===== src/rtl/control_unit.sv =====
// Instruction sequencer: runs the word at pc as NOP, MVIN (DRAM->UB), MVOUT (UB->DRAM)
// or QUANT (load norm shift/zero point from UB), one byte per two cycles for block moves.
module control_unit #(
    parameter int DRAM_DATA_WIDTH = 128,
    parameter int DRAM_ADDR_WIDTH = 4,
    parameter int SA_LENGTH       = 10,
    parameter int UB_ADDR_WIDTH   = 4,
    parameter int UB_NO_BANKS     = 4,
    parameter int IM_ADDR_WIDTH   = 32,
    localparam int DBW  = DRAM_DATA_WIDTH / 8,
    localparam int COLW = $clog2(DBW),
    localparam int ROWW = DRAM_ADDR_WIDTH,
    localparam int DAW  = DRAM_ADDR_WIDTH + COLW,
    localparam int SAW  = $clog2(SA_LENGTH),
    localparam int UAW  = UB_ADDR_WIDTH + $clog2(UB_NO_BANKS) + SAW,
    localparam int IW   = 3 + DAW + UAW + COLW + ROWW
) (
    input  logic                     CLK,
    input  logic                     ASYNC_RST,
    input  logic                     SYNC_RST,
    input  logic                     EN,
    input  logic [IW-1:0]            instruction,
    output logic [IM_ADDR_WIDTH-1:0] pc,
    output logic                     DRAM_en,
    output logic [DAW-1:0]           DRAM_rdaddr,
    input  logic [7:0]               DRAM_rddata,
    output logic                     DRAM_wren,
    output logic [DAW-1:0]           DRAM_wraddr,
    output logic [7:0]               DRAM_wrdata,
    output logic                     UB_en,
    output logic [UAW-1:0]           UB_rdaddr,
    input  logic [7:0]               UB_rddata,
    output logic                     UB_wren,
    output logic [UAW-1:0]           UB_wraddr,
    output logic [7:0]               UB_wrdata,
    output logic [7:0]               NORM_shift_ammount,
    output logic [7:0]               NORM_z
);

    typedef enum logic [2:0] {S_IDLE, S_RD, S_WR, S_QA, S_QB, S_QC, S_DONE} state_t;

    localparam logic [2:0] OP_MVIN  = 3'b001;
    localparam logic [2:0] OP_MVOUT = 3'b010;
    localparam logic [2:0] OP_QUANT = 3'b011;

    state_t                   state_q, state_d;
    logic [IM_ADDR_WIDTH-1:0] pc_q, pc_d;
    logic [IW-1:0]            instr_q, instr_d;
    logic [ROWW-1:0]          r_q, r_d;
    logic [COLW-1:0]          c_q, c_d;
    logic                     dram_en_q, dram_en_d;
    logic                     dram_wren_q, dram_wren_d;
    logic [DAW-1:0]           dram_rdaddr_q, dram_rdaddr_d;
    logic [DAW-1:0]           dram_wraddr_q, dram_wraddr_d;
    logic                     ub_en_q, ub_en_d;
    logic                     ub_wren_q, ub_wren_d;
    logic [UAW-1:0]           ub_rdaddr_q, ub_rdaddr_d;
    logic [UAW-1:0]           ub_wraddr_q, ub_wraddr_d;
    logic [7:0]               norm_shift_q, norm_shift_d;
    logic [7:0]               norm_z_q, norm_z_d;

    // Fields come from the live input while IDLE so the first element address is ready at the latch edge.
    logic [IW-1:0]   ins;
    logic [2:0]      op;
    logic [DAW-1:0]  fa;
    logic [UAW-1:0]  fb;
    logic [COLW-1:0] cols, c_nxt;
    logic [ROWW-1:0] rows, r_nxt;
    logic [UAW-1:0]  src_shift, src_z;
    logic            issue_rd, issue_wr;

    assign ins       = (state_q == S_IDLE) ? instruction : instr_q;
    assign op        = ins[IW-1 -: 3];
    assign fa        = ins[IW-4 -: DAW];
    assign fb        = ins[COLW+ROWW +: UAW];
    assign cols      = ins[ROWW +: COLW];
    assign rows      = ins[0 +: ROWW];
    assign src_shift = ins[UAW +: UAW];
    assign src_z     = ins[0 +: UAW];
    assign c_nxt     = c_q + COLW'(1);
    assign r_nxt     = r_q + ROWW'(1);

    function automatic logic [DAW-1:0] dram_elem(input logic [DAW-1:0] base,
                                                 input logic [ROWW-1:0] r,
                                                 input logic [COLW-1:0] c);
        return base + {r, {COLW{1'b0}}} + DAW'(c);
    endfunction

    // UB rows are laid out on a power-of-two stride covering one SA_LENGTH-byte word.
    function automatic logic [UAW-1:0] ub_elem(input logic [UAW-1:0] base,
                                               input logic [ROWW-1:0] r,
                                               input logic [COLW-1:0] c);
        return base + (UAW'(r) << SAW) + UAW'(c);
    endfunction

    always_comb begin
        state_d       = state_q;
        pc_d          = pc_q;
        instr_d       = instr_q;
        r_d           = r_q;
        c_d           = c_q;
        dram_en_d     = 1'b0;
        dram_wren_d   = 1'b0;
        ub_en_d       = 1'b0;
        ub_wren_d     = 1'b0;
        dram_rdaddr_d = dram_rdaddr_q;
        dram_wraddr_d = dram_wraddr_q;
        ub_rdaddr_d   = ub_rdaddr_q;
        ub_wraddr_d   = ub_wraddr_q;
        norm_shift_d  = norm_shift_q;
        norm_z_d      = norm_z_q;
        issue_rd      = 1'b0;
        issue_wr      = 1'b0;

        unique case (state_q)
            S_IDLE: begin
                if (EN) begin
                    instr_d = instruction;
                    r_d     = '0;
                    c_d     = '0;
                    case (op)
                        OP_MVIN, OP_MVOUT: begin
                            if (rows == '0 || cols == '0) begin
                                state_d = S_DONE;
                            end else begin
                                state_d  = S_RD;
                                issue_rd = 1'b1;
                            end
                        end
                        OP_QUANT: begin
                            state_d     = S_QA;
                            ub_en_d     = 1'b1;
                            ub_rdaddr_d = src_shift;
                        end
                        default: state_d = S_DONE;
                    endcase
                end
            end
            S_RD: begin
                state_d  = S_WR;
                issue_wr = 1'b1;
            end
            S_WR: begin
                if (c_nxt != cols) begin
                    c_d      = c_nxt;
                    state_d  = S_RD;
                    issue_rd = 1'b1;
                end else if (r_nxt != rows) begin
                    c_d      = '0;
                    r_d      = r_nxt;
                    state_d  = S_RD;
                    issue_rd = 1'b1;
                end else begin
                    state_d = S_DONE;
                end
            end
            S_QA: begin
                state_d     = S_QB;
                ub_en_d     = 1'b1;
                ub_rdaddr_d = src_z;
            end
            S_QB: begin
                state_d      = S_QC;
                norm_shift_d = UB_rddata;
            end
            S_QC: begin
                state_d  = S_DONE;
                norm_z_d = UB_rddata;
            end
            S_DONE: begin
                pc_d    = pc_q + IM_ADDR_WIDTH'(1);
                state_d = S_IDLE;
            end
            default: state_d = S_IDLE;
        endcase

        if (issue_rd) begin
            if (op == OP_MVIN) begin
                dram_en_d     = 1'b1;
                dram_rdaddr_d = dram_elem(fa, r_d, c_d);
            end else begin
                ub_en_d     = 1'b1;
                ub_rdaddr_d = ub_elem(fb, r_d, c_d);
            end
        end
        if (issue_wr) begin
            if (op == OP_MVIN) begin
                ub_en_d     = 1'b1;
                ub_wren_d   = 1'b1;
                ub_wraddr_d = ub_elem(fb, r_d, c_d);
            end else begin
                dram_en_d     = 1'b1;
                dram_wren_d   = 1'b1;
                dram_wraddr_d = dram_elem(fa, r_d, c_d);
            end
        end

        if (SYNC_RST) begin
            state_d       = S_IDLE;
            pc_d          = '0;
            instr_d       = '0;
            r_d           = '0;
            c_d           = '0;
            dram_en_d     = 1'b0;
            dram_wren_d   = 1'b0;
            ub_en_d       = 1'b0;
            ub_wren_d     = 1'b0;
            dram_rdaddr_d = '0;
            dram_wraddr_d = '0;
            ub_rdaddr_d   = '0;
            ub_wraddr_d   = '0;
            norm_shift_d  = '0;
            norm_z_d      = '0;
        end
    end

    always_ff @(posedge CLK or negedge ASYNC_RST) begin
        if (!ASYNC_RST) begin
            state_q       <= S_IDLE;
            pc_q          <= '0;
            instr_q       <= '0;
            r_q           <= '0;
            c_q           <= '0;
            dram_en_q     <= 1'b0;
            dram_wren_q   <= 1'b0;
            ub_en_q       <= 1'b0;
            ub_wren_q     <= 1'b0;
            dram_rdaddr_q <= '0;
            dram_wraddr_q <= '0;
            ub_rdaddr_q   <= '0;
            ub_wraddr_q   <= '0;
            norm_shift_q  <= '0;
            norm_z_q      <= '0;
        end else begin
            state_q       <= state_d;
            pc_q          <= pc_d;
            instr_q       <= instr_d;
            r_q           <= r_d;
            c_q           <= c_d;
            dram_en_q     <= dram_en_d;
            dram_wren_q   <= dram_wren_d;
            ub_en_q       <= ub_en_d;
            ub_wren_q     <= ub_wren_d;
            dram_rdaddr_q <= dram_rdaddr_d;
            dram_wraddr_q <= dram_wraddr_d;
            ub_rdaddr_q   <= ub_rdaddr_d;
            ub_wraddr_q   <= ub_wraddr_d;
            norm_shift_q  <= norm_shift_d;
            norm_z_q      <= norm_z_d;
        end
    end

    assign pc                 = pc_q;
    assign DRAM_en            = dram_en_q;
    assign DRAM_wren          = dram_wren_q;
    assign DRAM_rdaddr        = dram_rdaddr_q;
    assign DRAM_wraddr        = dram_wraddr_q;
    assign UB_en              = ub_en_q;
    assign UB_wren            = ub_wren_q;
    assign UB_rdaddr          = ub_rdaddr_q;
    assign UB_wraddr          = ub_wraddr_q;
    assign NORM_shift_ammount = norm_shift_q;
    assign NORM_z             = norm_z_q;

    // Read data only arrives during the write cycle, so the byte is forwarded rather than registered.
    assign UB_wrdata   = (state_q == S_WR && op == OP_MVIN)  ? DRAM_rddata : 8'h00;
    assign DRAM_wrdata = (state_q == S_WR && op == OP_MVOUT) ? UB_rddata   : 8'h00;

endmodule


===== config.mk =====
export PLATFORM = sky130hd
export DESIGN_NAME = control_unit
export DESIGN_NICKNAME = d
export VERILOG_FILES = /design/src/rtl/control_unit.sv
export SDC_FILE = /design/constraint.sdc
export NUM_CORES = 1
export LEC_CHECK = 0
export ABC_AREA = 1
export CAP_MARGIN = 15
export CORE_MARGIN = 3
export CORE_UTILIZATION = 25
export DETAILED_ROUTE_END_ITERATION = 6
export GPL_TIMING_DRIVEN = 0
export HOLD_SLACK_MARGIN = 0.12
export MAX_ROUTING_LAYER = met4
export PLACE_DENSITY = 0.47
export SYNTH_ARGS = -nofsm -noshare
export SYNTH_HDL_FRONTEND = slang
export SYNTH_SLANG_ARGS = --single-unit

===== constraint.sdc =====
create_clock -name CLK -period 3.7 [get_ports CLK]
set_input_delay 0.37 -clock CLK [delete_from_list [all_inputs] [get_ports CLK]]
set_output_delay 0.37 -clock CLK [all_outputs]
set_load 0.01 [all_outputs]

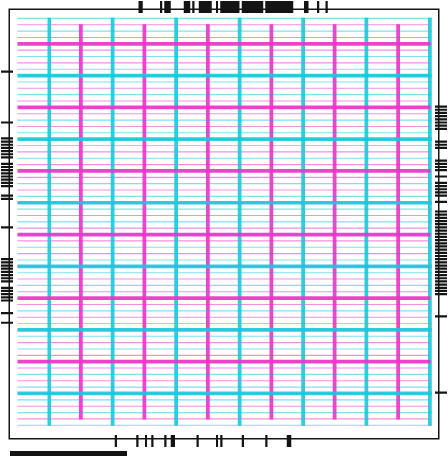
(images/pdn.png)
Scale bar: 50 um. Pins as bars on the die edge.
magenta -> VDD
cyan -> VSS
rows = 64
met5 straps = 12
met1 rails = 65

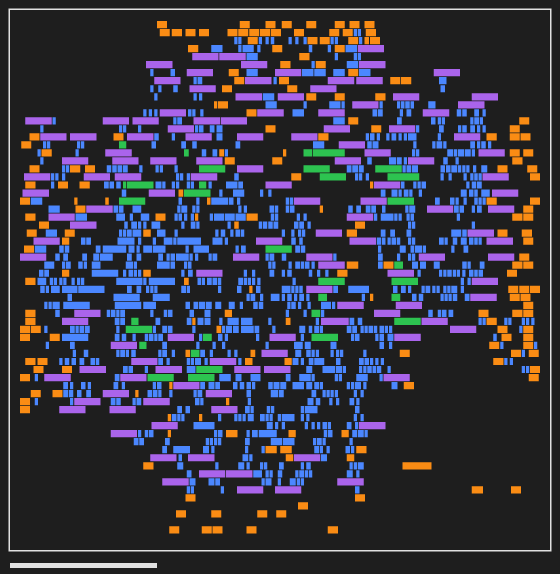
(images/cell_classes.png)
Scale bar: 50 um.
purple -> flops  # cells 128
orange -> other buffers and delay cells  # cells 195
green -> clock drivers and dummy loads  # cells 32
blue -> all other logic  # cells 897

==> reports/results.ini <==
[flow_run]
cap_violations=0

[final_timing]
drv_slew=0
period_needed_ns=3.522
rsz0062_at_grt=true
setup_viol=0
relSlewSlack=0.3824
whs_ns=0.4207
worstMarginPinSlew_ns=0.9202

[layout]
final_common_cell=nand2_1
layout_top_cells=nand2_1, inv_1, clkdlybuf4s50_1
finish.instance_area_sq_um=10760
nets=1308
area_delta_synth_final_pct=37.26
diodes=0
drive_gt1_frac=0.1238

[yosys]
yosysWarnings=0
synthArstFlopShare=1.000
yosys.area.top_type=dfrtp_1
ys_seq_elements=128
ys_cells=1060
yosys.stat.seqShare=0.4085
most_common_cell=nand2_1
yosys-top-cells-count=nand2_1, inv_1, dfrtp_1, nand3_1, nor2_1
syn_area_sq_um=7841
avgSynthCellArea_sq_um=7.397
synth.yosys.chip_area_sq_um=7841
yosysTopAreaCellShare=0.4085
syn_inst=1060
fp_nets=1129

[placement]
numPortBuffers=151
hpwl_mm=21.38
dpl_worst_slack_ns=-0.3761

[drt]
dr.first_iter.drc_count=507
firstDrtPassIters=5
routedWlPerCell_um=16.70
viasPerCell=4.711
vias=7763
wirelength_mm=27.53

[grt]
grt_overflow=0
antenna_found_initial=0
grt_pass1_vias=7574
grt_max_degree=83

[clock_tree]
cts_resized=11
cts.sinks=128
h-tree-depth=4
cts_tree=done
path_clk_slew_ns=0.06
clock-root-buffer=clkbuf_16

[floorplan]
die_w_um=183.1
ios=153
rows=64
die_h_um=183.1
dieArea_sq_um=33530

[hold_path]
hold_end=UB_wren$_DFF_PN0_

[critical_path]
r2r_slack_ns=0.18
startpoint_type=flop
critPathRequiredTime_ns=4.01
crit_type=flop to flop
critical_path_peak_fanout=10

[pwr]
power.density_nw_per_um2=664.8
power.leakage_nw=4.859

[status]
status=complete, no violations

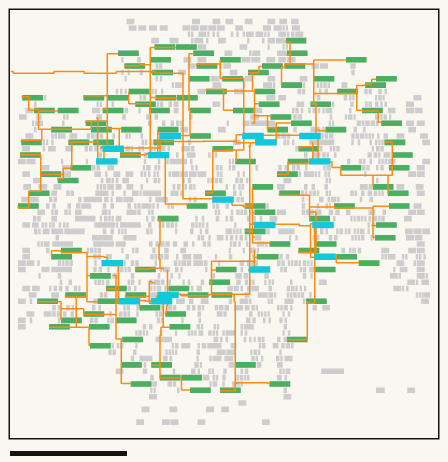
(images/clock_map.png)
Scale bar: 50 um.
cyan -> cells driving clock nets  # count 17
orange -> clock wires  # length 2,170 um
green -> flip-flops  # count 128
routed clock nets = 18
Clk Latency, worst-skew pair: 0.43 ns
clock share of power: 0.240
Final Skew: 0.01624 ns
clock network power: 1.72 mW

-- worst max-delay path by stage --
| stage | start | endpoint | slack [ns] | depth (start not counted) |
|---|---|---|---|---|
| floorplan | state_q[2]$_DFFE_PN0P_ | UB_rdaddr[6]$_DFF_PN0_ | 0.49 | 24 |
| global placement | ASYNC_RST | DRAM_wraddr[1]$_DFFE_PN0P_ | -3.55 | 1 |
| detailed placement | EN | UB_rdaddr[6]$_DFF_PN0_ | -0.38 | 17 |
| CTS | state_q[2]$_DFFE_PN0P_ | DRAM_wraddr[7]$_DFFE_PN0P_ | 0.01 | 22 |
| global route | state_q[2]$_DFFE_PN0P_ | UB_rdaddr[5]$_DFF_PN0_ | -0.04 | 23 |
| finish | state_q[2]$_DFFE_PN0P_ | UB_rdaddr[6]$_DFF_PN0_ | 0.18 | 24 |
-- stage by stage --
| stage | setup TNS (ns) | utilization | cells |
|---|---|---|---|
| 2_1_floorplan | 0 | - | 1060 |
| 3_3_place_gp | -455.83 | 0.3203 | 1607 |
| 3_5_place_dp | -3.159 | 0.3212 | 1608 |
| 4_1_cts | 0 | 0.3414 | 1639 |
| 5_1_grt | -0.08483 | 0.3500 | 1648 |
| 6_report | 0 | 0.3500 | 1648 |
-- power breakdown --
group / switching [mW] / internal [mW] / total [mW]
clock network: 0.717 / 1.00 / 1.72
logic: 2.26 / 1.37 / 3.63
registers: 0.168 / 1.64 / 1.81
-- worst max-delay path, stage by stage (launching register included) --
cell and delay (ns):
dfrtp_1 0.37, buf_6 0.14, nor2_8 0.16, nand2_4 0.08, buf_6 0.16, nand2_2 0.08, o21ai_2 0.10, nand2_2 0.09
nand3_4 0.10, nor2_4 0.20, nand2_2 0.11, nand2_4 0.09, nand3_2 0.08, nand2_2 0.12, ha_2 0.19, inv_1 0.06
fa_2 0.35, o21ai_2 0.21, a21oi_1 0.09, nor2_1 0.09, nor2_1 0.05, xor2_1 0.28, nand3_2 0.10, nand2_1 0.07
nor2_1 0.05
-- cells by family after synthesis --
kind of cell | after synthesis | share of synthesized area
AND-OR/OR-AND | 168 | 0.1174
XOR/XNOR | 10 | 0.01117
adder cells (fa/ha/maj) | 20 | 0.03383
buffers and inverters | 203 | 0.1036
flip-flops | 128 | 0.4085
multiplexers | 21 | 0.03016
AND/OR/NAND/NOR | 510 | 0.2954
-- layout make-up --
cell class | instances | area share
multi-input cells | 730 | 0.3765
clock inverters | 14 | 0.01453
plain buffers | 33 | 0.01674
flip-flops and latches | 128 | 0.2977
repair buffers | 162 | 0.1503
clock buffers | 18 | 0.03987
well taps | 396 | 0.04604
inverters | 167 | 0.05824
-- registers in the layout (all words and copies together), names as in the netlist, 3 cells and up --
name and count:
DRAM_rdaddr 8, DRAM_wraddr 8, NORM_shift_ammount 8, NORM_z 8, UB_rdaddr 10, UB_wraddr 10, c_q 4, instr_q 29
pc 32, r_q 4, state_q 3
-- metal layers --
layer | global-route usage | share of wire
met1 | 0.2203 | 0.47
met2 | 0.2754 | 0.48
met3 | 0.03273 | 0.043
met4 | 0.03321 | 0.012
met5 | - | 0
Power figures rest on the tool's default switching activity, not on a simulated workload.
